run_1/layer_met2.png
The bar under the picture is 20 um long.
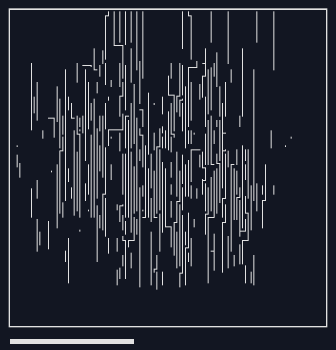
run_1/placement.png
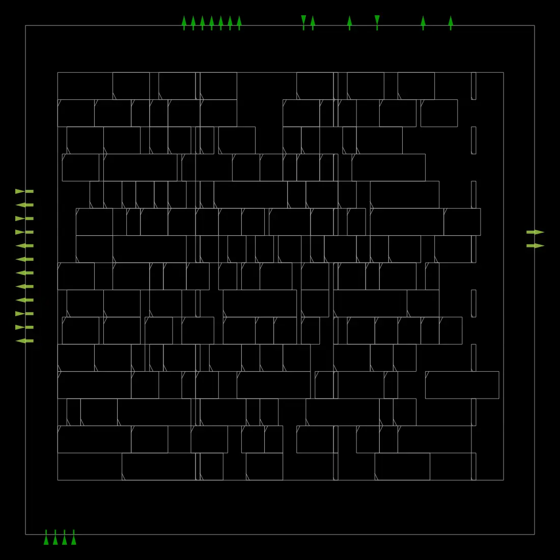
run_1/clk_routes.png
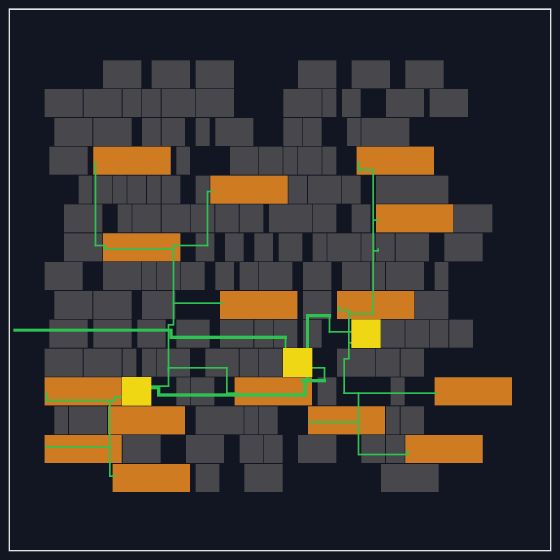
run_1/placement_by_type.png
The bar under the picture is 20 um long. Fill, decap, tap and diode cells in gray.
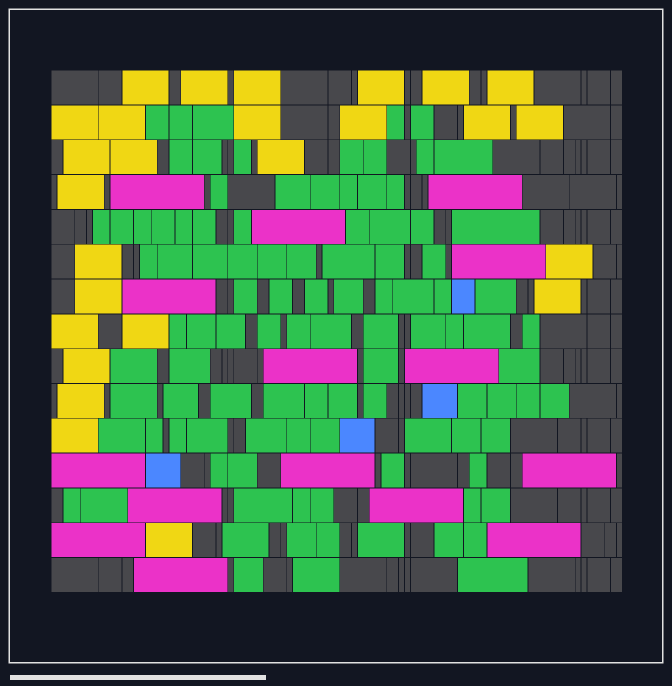
==> src/rtl/control_sequencer.sv <==
// Instruction-cycle control sequencer: fetch, decode, optional indirect, operand access and
// execute, with a bounded wait on mem_ready and a sticky halt on timeout or the halt opcode.
module control_sequencer #(
    parameter int IR_W      = 8,
    parameter int OPC_W     = 3,
    parameter int STORE_OPC = 5,
    parameter int JUMP_OPC  = 6,
    parameter int TIMEOUT   = 15
) (
    input  logic             clk,
    input  logic             reset,
    input  logic [IR_W-1:0]  IR,
    input  logic             mem_ready,
    output logic             load_AR,
    output logic             load_PC,
    output logic             load_DR,
    output logic             load_AC,
    output logic             load_IR,
    output logic             inc_PC,
    output logic             memory_read,
    output logic             memory_write,
    output logic [2:0]       bus_selectors,
    output logic             alu_enable,
    output logic [OPC_W-1:0] alu_mode,
    output logic             halted,
    output logic             bus_error,
    output logic [2:0]       state
);

    typedef enum logic [2:0] {
        FETCH0   = 3'd0,
        FETCH1   = 3'd1,
        DECODE   = 3'd2,
        INDIRECT = 3'd3,
        OPERAND  = 3'd4,
        EXECUTE  = 3'd5,
        HALT     = 3'd6
    } state_t;

    localparam logic [OPC_W-1:0] STORE_CODE  = OPC_W'(STORE_OPC);
    localparam logic [OPC_W-1:0] JUMP_CODE   = OPC_W'(JUMP_OPC);
    localparam logic [OPC_W-1:0] HALT_CODE   = {OPC_W{1'b1}};
    localparam logic [7:0]       TIMEOUT_CNT = 8'(TIMEOUT);

    state_t           state_r, state_next_s;
    logic [OPC_W-1:0] opcode_r;
    logic             indirect_r;
    logic [7:0]       wait_cnt_r;
    logic             bus_error_r;
    logic [OPC_W-1:0] ir_opcode_s;
    logic             ir_indirect_s;
    logic             waiting_s;
    logic             timeout_s;
    logic             unused_ok_s;

    assign ir_opcode_s   = IR[IR_W-2 -: OPC_W];
    assign ir_indirect_s = IR[IR_W-1];
    // Address bits and the latched indirect flag are carried for debug only.
    assign unused_ok_s   = ^{IR[IR_W-OPC_W-2:0], indirect_r};

    // Jump completes in OPERAND without touching memory, so it never waits.
    assign waiting_s = (state_r == FETCH1) || (state_r == INDIRECT) ||
                       ((state_r == OPERAND) && (opcode_r != JUMP_CODE));
    assign timeout_s = waiting_s && !mem_ready && (wait_cnt_r == TIMEOUT_CNT);

    // Next-state selection.
    always_comb begin
        state_next_s = state_r;
        case (state_r)
            FETCH0: state_next_s = FETCH1;
            FETCH1: begin
                if (mem_ready)      state_next_s = DECODE;
                else if (timeout_s) state_next_s = HALT;
                else                state_next_s = FETCH1;
            end
            DECODE: begin
                if (ir_opcode_s == HALT_CODE) state_next_s = HALT;
                else if (ir_indirect_s)       state_next_s = INDIRECT;
                else                          state_next_s = OPERAND;
            end
            INDIRECT: begin
                if (mem_ready)      state_next_s = OPERAND;
                else if (timeout_s) state_next_s = HALT;
                else                state_next_s = INDIRECT;
            end
            OPERAND: begin
                if (opcode_r == JUMP_CODE) state_next_s = FETCH0;
                else if (mem_ready)        state_next_s = (opcode_r == STORE_CODE) ? FETCH0 : EXECUTE;
                else if (timeout_s)        state_next_s = HALT;
                else                       state_next_s = OPERAND;
            end
            EXECUTE: state_next_s = FETCH0;
            HALT:    state_next_s = HALT;
            default: state_next_s = FETCH0;
        endcase
    end

    // Moore strobe decode; read-completion strobes follow mem_ready inside wait states.
    always_comb begin
        load_AR       = 1'b0;
        load_PC       = 1'b0;
        load_DR       = 1'b0;
        load_AC       = 1'b0;
        load_IR       = 1'b0;
        inc_PC        = 1'b0;
        memory_read   = 1'b0;
        memory_write  = 1'b0;
        bus_selectors = 3'd0;
        alu_enable    = 1'b0;
        case (state_r)
            FETCH0: begin
                bus_selectors = 3'd2;
                load_AR       = 1'b1;
            end
            FETCH1: begin
                bus_selectors = 3'd7;
                memory_read   = 1'b1;
                load_IR       = mem_ready;
                inc_PC        = mem_ready;
            end
            DECODE: begin
                bus_selectors = 3'd5;
                load_AR       = 1'b1;
            end
            INDIRECT: begin
                bus_selectors = 3'd7;
                memory_read   = 1'b1;
                load_AR       = mem_ready;
            end
            OPERAND: begin
                if (opcode_r == STORE_CODE) begin
                    bus_selectors = 3'd4;
                    memory_write  = 1'b1;
                end else if (opcode_r == JUMP_CODE) begin
                    load_PC = 1'b1;
                end else begin
                    bus_selectors = 3'd7;
                    memory_read   = 1'b1;
                    load_DR       = mem_ready;
                end
            end
            EXECUTE: begin
                alu_enable = 1'b1;
                load_AC    = 1'b1;
            end
            HALT:    bus_selectors = 3'd0;
            default: bus_selectors = 3'd0;
        endcase
    end

    // State, latched instruction fields, wait counter and sticky bus error.
    always_ff @(posedge clk) begin
        if (reset) begin
            state_r     <= FETCH0;
            opcode_r    <= {OPC_W{1'b0}};
            indirect_r  <= 1'b0;
            wait_cnt_r  <= 8'd0;
            bus_error_r <= 1'b0;
        end else begin
            state_r <= state_next_s;
            if (state_r == DECODE) begin
                opcode_r   <= ir_opcode_s;
                indirect_r <= ir_indirect_s;
            end else begin
                opcode_r   <= opcode_r;
                indirect_r <= indirect_r;
            end
            if (state_next_s != state_r)    wait_cnt_r <= 8'd0;
            else if (waiting_s && !mem_ready) wait_cnt_r <= wait_cnt_r + 8'd1;
            else                              wait_cnt_r <= wait_cnt_r;
            if (timeout_s) bus_error_r <= 1'b1;
            else           bus_error_r <= bus_error_r;
        end
    end

    assign alu_mode  = opcode_r;
    assign halted    = (state_r == HALT);
    assign bus_error = bus_error_r;
    assign state     = state_r;

endmodule

==> config.mk <==
export PLATFORM = sky130hd
export DESIGN_NAME = control_sequencer
export DESIGN_NICKNAME = d
export VERILOG_FILES = /design/src/rtl/control_sequencer.sv
export SDC_FILE = /design/constraint.sdc
export NUM_CORES = 1
export LEC_CHECK = 0
export CAP_MARGIN = 20
export CORE_MARGIN = 3
export CORE_UTILIZATION = 49
export CTS_CLUSTER_DIAMETER = 100
export DETAILED_ROUTE_END_ITERATION = 10
export PLACE_DENSITY = 0.85
export SLEW_MARGIN = 0
export SYNTH_ARGS = -nofsm -noshare
export SYNTH_HDL_FRONTEND = slang
export SYNTH_SLANG_ARGS = --single-unit
==> constraint.sdc <==
create_clock -name clk -period 4.6 [get_ports clk]
set_clock_uncertainty 0.15 [all_clocks]
set_input_delay 0.69 -clock clk [delete_from_list [all_inputs] [get_ports clk]]
set_output_delay 0.69 -clock clk [all_outputs]
set_load 0.01 [all_outputs]
==> job_summary.md, run 1 <==
## Synthesis and layout report

| Metric | Value |
|---|---|
| Post-route clock period utilization | 0.695 |
| Hold Crit Class | register to register |
| Most instantiated logic cell after routing | clkdlybuf4s50_1 |
| Antenna viol nets, final | 0 |
| Layout cells sized above 1 | 0.0612 |
| First-pass GRT wire length | 4550 um |
| Ys cells | around 120 |
| Final Power | 0.000318 W |
| Cell type with the largest total area | dfxtp_1 |
| Peak VDD IR | 0.263 mV |
| # Max-Cap Violations | 0 |
| Fmax | 313 MHz |
| Worst slew margin | 0.440 |
| Gr usage total | 0.224 |
| Synthesized registers | 15 |
| RSZ-0062 raised after global routing | no |
| Register Area | approximately 300 um2 |
| Vias per std cell | around 6.1 |
| Initial antenna violation count | 0 |
| Cell class contributing the biggest share of worst-path delay | flip-flops |
| Total grt overflow | 0 |
| Post-synthesis sequential area ratio | 0.303 |
| Area growth, synth to finish | 29.1% |
| DRT Pass-1 Iters | 4 |
| Ys flop type | dfxtp_1 |
| Dpl hpwl | around 2000 um |
| PortBufs | 26 |
| Synthesis area per yosys | around 990 um2 |
| Worst path cell trace | nor3b_4 -> o21ai_0 -> a2bb2oi_1 -> clkdlybuf4s50_1 |
| Clk sink count | 15 |
| Cts bufs inserted | 3 |
| Largest net degree at the start of global routing | 18 |
| Total I/O pin count | 31 |
| Root Driver | clkbuf_4 |
| Max Slew Vio Count | 0 |
| Final setup fails | 0 |
| Most frequent cells in the layout | clkdlybuf4s50_1 (26), dfxtp_1 (15), o21ai_0 (11), nor2_1 (10) |
| Clock buffer depth | 2 |
| Critical path launch point type | register |
| Total Neg Setup Slack | 0 ps |
| ANT cells | 0 |
| Die Y | 50.9 um |
| Die width | 50.9 um |
| Comb area | 636 um2 |
| Gate Count Post-Synth | between 100 and 150 |
| Worst Max-Slew Pin Slew | around 840 ps |
| Worst EP required | 3760 ps |
| CP Capture Type | output pin |
| Syn nets | 135 |
| Number of enable flip-flop cells | 0 |
| Vias in the first global route | 1,056 |
| Synth top area share | 0.303 |
| Power per cell area | 249 mW/mm2 |
| WS Path Type | register to output pin |
| YS warnings | 0 |
| CTS resizes | 0 |
| Post-synth area hogs | dfxtp_1 (30%), o21ai_0 (5.6%), or3_1 (4.4%), nor2_1 (3.8%), a2111oi_1 (3.0%) |
| Worst Hold Margin | between 300 and 400 ps |
| # DRC | 0 |
| Leak | 0.426 nW |
| Drt initial violations | 36 |
| Final wirelength | roughly 2600 um |
| Count of final hold-check violations | 0 |
| Total die size | 0.00259 mm2 |
| CTS Hold Buffers Added | 0 |
| Biggest cell delay along the critical path | 650 ps |
| CTS clk-pin slew, worst paths | around 100 ps |
| Tool Warnings | 30 |
| CTS tree | yes |
| Status | complete, no violations |
| Crit path buffers/inverters | 1 |
About layer_met2.png:
nets with wire on the layer: 141
longest straight run: 21.1 um
wire length on this layer: 1,270 um
GRT met2 Usage: 0.373
Vias: 1,051

About placement.png:
tap cells: 25
core area: 0.00182 mm2
filler instances: 152

About clk_routes.png:
legend:
  orange:
    item: flip-flops
    count: 15
  green:
    item: clock wires
    length: 196 um
  yellow:
    item: clock drivers
    count: 3
routed clock nets: 4
Clock net power: 0.0000783 W
clock power share: 0.246
clk_lat worst skew: 290 ps

About placement_by_type.png:
legend:
  green:
    class: combinational and other logic
    cells: 102
  yellow:
    class: remaining buffers and delay cells
    cells: 26
  magenta:
    class: sequential cells
    cells: 15
  blue:
    class: clock drivers and dummy loads
    cells: 4
fraction of area in registers: 0.235
row cnt: 15
finished layout cell area: 0.00128 mm2
final core utilization: 0.702

## run 1: synthesized netlist by cell type (2+ instances only)
master,count
a2111oi_0,2
a2111oi_1,3
buf_4,2
nor2_1,10
inv_1,6
nand3_1,5
nand2_1,7
nor2b_1,4
o21ai_0,11
clkbuf_1,3
mux2i_1,3
a31oi_1,2
a21oi_1,6
dfxtp_1,15
or3_1,7
nor3_1,2
a22oi_1,2
and3_1,2
nor4_1,3
## run 1: worst register-to-register path: stages, from the launching register on
cell	delay [ps]
dfxtp_1	650
nor3b_4	440
a31oi_1	380
or3_1	440
a2111oi_0	370
## run 1: worst paths after layout
kind                     startpoint                          to  depth (start not counted)  slack (ps)
max             state[2]$_SDFF_PP0_            bus_selectors[1]                          4        1400
min          bus_error$_SDFFE_PP0P_      bus_error$_SDFFE_PP0P_                          1         340
max reg2reg     state[2]$_SDFF_PP0_  wait_cnt_r[3]$_SDFFE_PP0P_                          4        2070
min reg2reg  bus_error$_SDFFE_PP0P_      bus_error$_SDFFE_PP0P_                          1         340
## run 1: stage by stage
stage	std cells	worst slack (ps)	cell area, um2
CTS	172	1430	1280
global route	172	1210	1280
detailed placement	168	1520	1250
floorplan	123	2490	990
global placement	168	1530	1250
finish	172	1400	1280
## run 1: layer usage
metal  vias to the layer above  part of all wire  global-route usage
met2                        41              0.48               0.373
met4                         0             0.021              0.0717
li1                        518                 -                   -
met3                         9             0.078              0.0671
met1                       483              0.42               0.273
met5                         -                 0                   0
## run 1: report_power, final
| group | switching, W | leakage [nW] | internal (W) | total (W) |
|---|---|---|---|---|
| clock | 0.0000459 | 0.0177 | 0.0000324 | 0.0000783 |
| sequential | 0.0000118 | 0.121 | 0.000134 | 0.000146 |
| combinational | 0.0000484 | 0.287 | 0.0000457 | 0.0000940 |
| total | 0.000106 | 0.426 | 0.000212 | 0.000318 |
## run 1: layout make-up
class                           count  share of cell area
Timing Repair Buffer               26               0.204
Multi-Input combinational cell     96               0.498
Clock buffer                        3              0.0176
Sequential cell                    15               0.235
Clock inverter                      1             0.00392
Tap cell                           25              0.0245
Inverter                            6              0.0176
## run 1: cell families after synthesis
kind of cell,share of synthesized area
flops,0.303
fa+ha+maj,0.0126
mux,0.0303
simple gates,0.312
buf+inv,0.0543
xor+xnor,0.0177
compound gates,0.269
## run 1: registers in the layout, summed over array words and instances, names as in the netlist
name	cells
wait_cnt_r	8
bus_error	1
alu_mode	3
state	3
run_1/power_grid.png
Pins as bars on the die edge. Tap cells in gray.
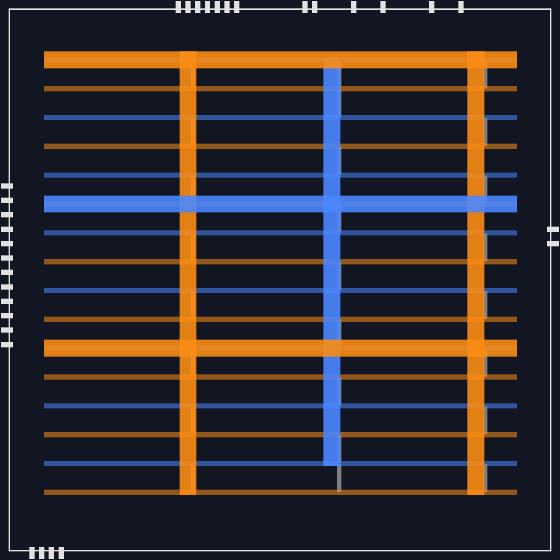

==> inputs of run 2 (changes only) <==
--- a/config.mk
+++ b/config.mk
@@ -7,10 +7,10 @@
 export LEC_CHECK = 0
 export CAP_MARGIN = 20
 export CORE_MARGIN = 3
-export CORE_UTILIZATION = 49
+export CORE_UTILIZATION = 41
 export CTS_CLUSTER_DIAMETER = 100
 export DETAILED_ROUTE_END_ITERATION = 10
-export PLACE_DENSITY = 0.85
+export PLACE_DENSITY = 0.76
 export SLEW_MARGIN = 0
 export SYNTH_ARGS = -nofsm -noshare
 export SYNTH_HDL_FRONTEND = slang
==> constraint.sdc (replaced) <==
create_clock -name clk -period 2.8 [get_ports clk]
set_clock_uncertainty 0.15 [all_clocks]
set_input_delay 0.42 -clock clk [delete_from_list [all_inputs] [get_ports clk]]
set_output_delay 0.42 -clock clk [all_outputs]
set_load 0.01 [all_outputs]
run_2/power_grid.png
Pins as bars on the die edge. Tap cells in gray.
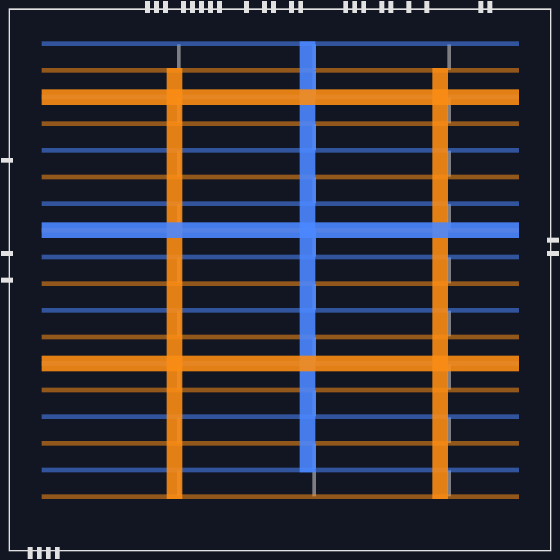
legend:
  blue:
    net: VDD
  orange:
    net: VSS
met1 rails: 18
met5 straps: 3

run_2/placement_by_type.png
The bar under the picture is 20 um long. Fill, decap, tap and diode cells in gray.
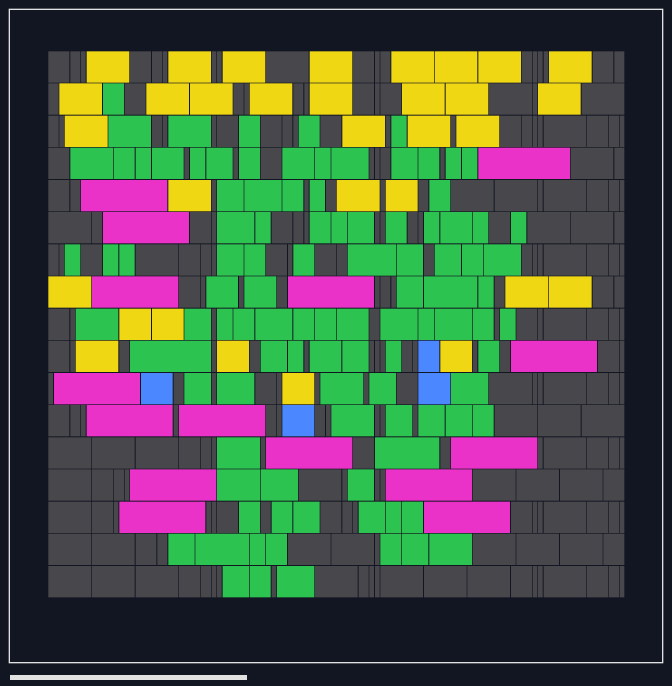
legend:
  green:
    class: combinational and other logic
    cells: 102
  yellow:
    class: remaining buffers and delay cells
    cells: 32
  blue:
    class: clock drivers and dummy loads
    cells: 4
  magenta:
    class: sequential cells
    cells: 15

==> run 2 against run 1 <==
  * Core utilization down 11 points
  * Sequential share of layout area decreased by 0.79 points
  * Via count rose by 1.4%
  * Critical path depth stayed put
  * Flip-flop count unchanged
  * Highest routed layer unchanged
  * Routed wire length fell by 0.49%
  * Critical endpoint unchanged
==> job_summary.md, run 2 <==
## Synthesis and layout report

| Metric | Value |
|---|---|
| RSZ-0062 raised after global routing | no |
| Count of final hold-check violations | 0 |
| Number of enable flip-flop cells | 0 |
| Critical path launch point type | register |
| NumNets Final | 166 |
| Syn nets | about 140 |
| Placer Congestion | 0.773 |
| Most numerous cell in the Yosys netlist | dfxtp_1 |
| Antenna viol nets, final | 0 |
| Synth top area share | 0.303 |
| Cell type with the largest total area | dfxtp_1 |
| Largest register FFs | 8 |
| Worst EP required | 2230 ps |
| Total I/O pin count | 31 |
| Ys flop type | dfxtp_1 |
| Most frequent cells in the layout | clkdlybuf4s50_1 (26), dfxtp_1 (14), o21ai_0 (11), nor2_1 (10) |
| Comb area | around 640 um2 |
| Die width | 55.1 um |
| Clock buffer depth | 2 |
| Fmax | 394 MHz |
| Post-route clock period utilization | 0.907 |
| Vias in the first global route | around 1,000 |
| Crit Path Max Fanout | 9 |
| Root Driver | clkbuf_4 |
| Hold path cells | 1 |
| WP data arrival | 1970 ps |
| Minimum clock period | 2540 ps |
| Top post-synthesis cells by count | dfxtp_1 (15), o21ai_0 (11), nor2_1 (10), nand2_1 (7), or3_1 (7) |
| Gr usage total | 0.211 |
| Status | complete, no violations |
| Cts bufs inserted | 3 |
| First-pass GRT wire length | approximately 4600 um |
| Clk sink count | 15 |
| YS warnings | 0 |
| # DRC | 0 |
| Total Neg Setup Slack | 0 ps |
| Post-synth area hogs | dfxtp_1 (30%), o21ai_0 (5.6%), or3_1 (4.4%), nor2_1 (3.8%), a2111oi_1 (3.0%) |
| Synthesized registers | 15 |
| Area growth, synth to finish | 34.1% |
| Most instantiated logic cell after routing | clkdlybuf4s50_1 |
| Initial antenna violation count | 0 |
| Gate Count Post-Synth | ~120 |
| CTS Hold Buffers Added | 0 |
| CTS clk-pin slew, worst paths | 90 ps |
| # Max-Cap Violations | 0 |
| Worst Hold Margin | 345 ps |
| Max Slew Vio Count | 0 |
| Synthesis area per yosys | 990 um2 |
| Row cnt | 17 |
| Vias per std cell | 5.89 |
| Layout cells sized above 1 | 0.105 |
| Post-synthesis sequential area ratio | 0.303 |
| Largest net degree at the start of global routing | 18 |
| Die Y | 55.1 um |
| Worst Max-Slew Pin Slew | 844 ps |
| DRT Pass-1 Iters | 4 |
| Worst setup margin | approximately 260 ps |
| CTS tree | yes |
| Hold Crit Class | register to register |
| Tool Warnings | 30 |
| CP Capture Type | output pin |
| Mapped cell area | 990 um2 |
| ANT cells | 0 |
| Clk_lat worst skew | between 200 and 300 ps |
| H-tree Lvls | 1 |
| Leak | 0.456 nW |
| Place WS | 191 ps |
| Worst slew margin | 0.434 |
| Ys cells | 123 |
| Synth async-reset ratio | 0 |
| PortBufs | 26 |
| Total grt overflow | 0 |
| Post-synth cell types | 47 |
| Dpl hpwl | 1960 um |
| Core area | approximately 0.0023 mm2 |
| Most flops, register | wait_cnt_r |
| Drt initial violations | 21 |
| Drt wl/cell | 14.4 um |
| Peak VDD IR | 0.371 mV |
| Fp_density | 0.439 |
| Total die size | 0.00304 mm2 |
| Final setup fails | 0 |
| Register Area | 302 um2 |
| R2r worst-path depth | 5 |
| Filler instances | approximately 220 |
| Syn Area/Cell | 8.05 um2 |
| Power per cell area | 397 mW/mm2 |
| WS Path Type | register to output pin |
run_2/layer_met2.png
The bar under the picture is 20 um long.
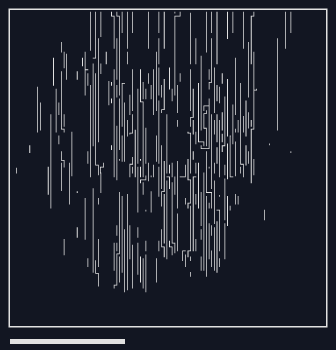
nets with wire on the layer: 149
wire length on this layer: 1,290 um
longest straight run: 18.7 um
final wirelength: 2610 um
Vias: 1,066
GRT met2 Usage: 0.337

run 2: cell types whose count changed in the layout (fill, tap and decap cells not counted), sizes merged:
cell,change
buf,+6
run 2: kinds of logic (layout without fill, tap and decap cells):
family / after synthesis / count (layout) / synth area share
simple gates: 52 / 52 / 0.312
compound gates: 38 / 38 / 0.269
flops: 15 / 15 / 0.303
buf+inv: 12 / 42 / 0.0543
mux: 3 / 3 / 0.0303
xor+xnor: 2 / 2 / 0.0177
fa+ha+maj: 1 / 1 / 0.0126
run 2: where the power goes:
| group | switching (W) | total (W) | internal [W] |
|---|---|---|---|
| clock | 0.0000719 | 0.000125 | 0.0000531 |
| combinational | 0.0000817 | 0.000164 | 0.0000826 |
| sequential | 0.0000170 | 0.000237 | 0.000220 |
| total | 0.000171 | 0.000526 | 0.000356 |
run 2: cell type report:
cell class,instances,share of cell area
Clock buffer,3,0.0170
Sequential cell,15,0.227
Multi-Input combinational cell,96,0.479
Clock inverter,1,0.00377
Inverter,6,0.0170
Timing Repair Buffer,32,0.230
Tap cell,28,0.0264
run 2: path summary, 6_finish.rpt:
kind / start / end / slack (ps)
max: state[1]$_SDFF_PP0_ / bus_selectors[1] / 260
min: bus_error$_SDFFE_PP0P_ / bus_error$_SDFFE_PP0P_ / 350
max reg2reg: state[1]$_SDFF_PP0_ / wait_cnt_r[5]$_SDFFE_PP0P_ / 470
min reg2reg: bus_error$_SDFFE_PP0P_ / bus_error$_SDFFE_PP0P_ / 350
run 2: through the flow:
stage / util / cells / power (W) / area, um2
after global routing: 0.589 / 181 / 0.000564 / 1330
after CTS: 0.585 / 180 / 0.000525 / 1320
after global placement: 0.573 / 176 / 0.000400 / 1290
after detailed placement: 0.573 / 176 / 0.000405 / 1290
final: 0.589 / 181 / 0.000526 / 1330
after floorplan: - / 123 / 0.000325 / 990
run 2: critical path, stage by stage, from the launching register on:
cell             delay, ps
dfxtp_1                430
nor3b_4                310
o21ai_0                200
a2bb2oi_1              180
clkdlybuf4s50_1        560
run 2: layer usage:
| layer | up-vias | track usage | wire length, um |
|---|---|---|---|
| li1 | 528 | - | - |
| met1 | 512 | 0.275 | 1180 |
| met2 | 22 | 0.337 | 1290 |
| met3 | 4 | 0.0563 | 120 |
| met4 | 0 | 0.0648 | 25 |
| met5 | - | 0 | 0 |
run 2: timing repair:
item | in CTS | in global routing
setup buffers | 0 | 1
endpoints found under the hold margin | 0 | 0
gates resized | 0 | 1
setup endpoints to repair | 0 | 2
Power and IR drop assume default switching activity.
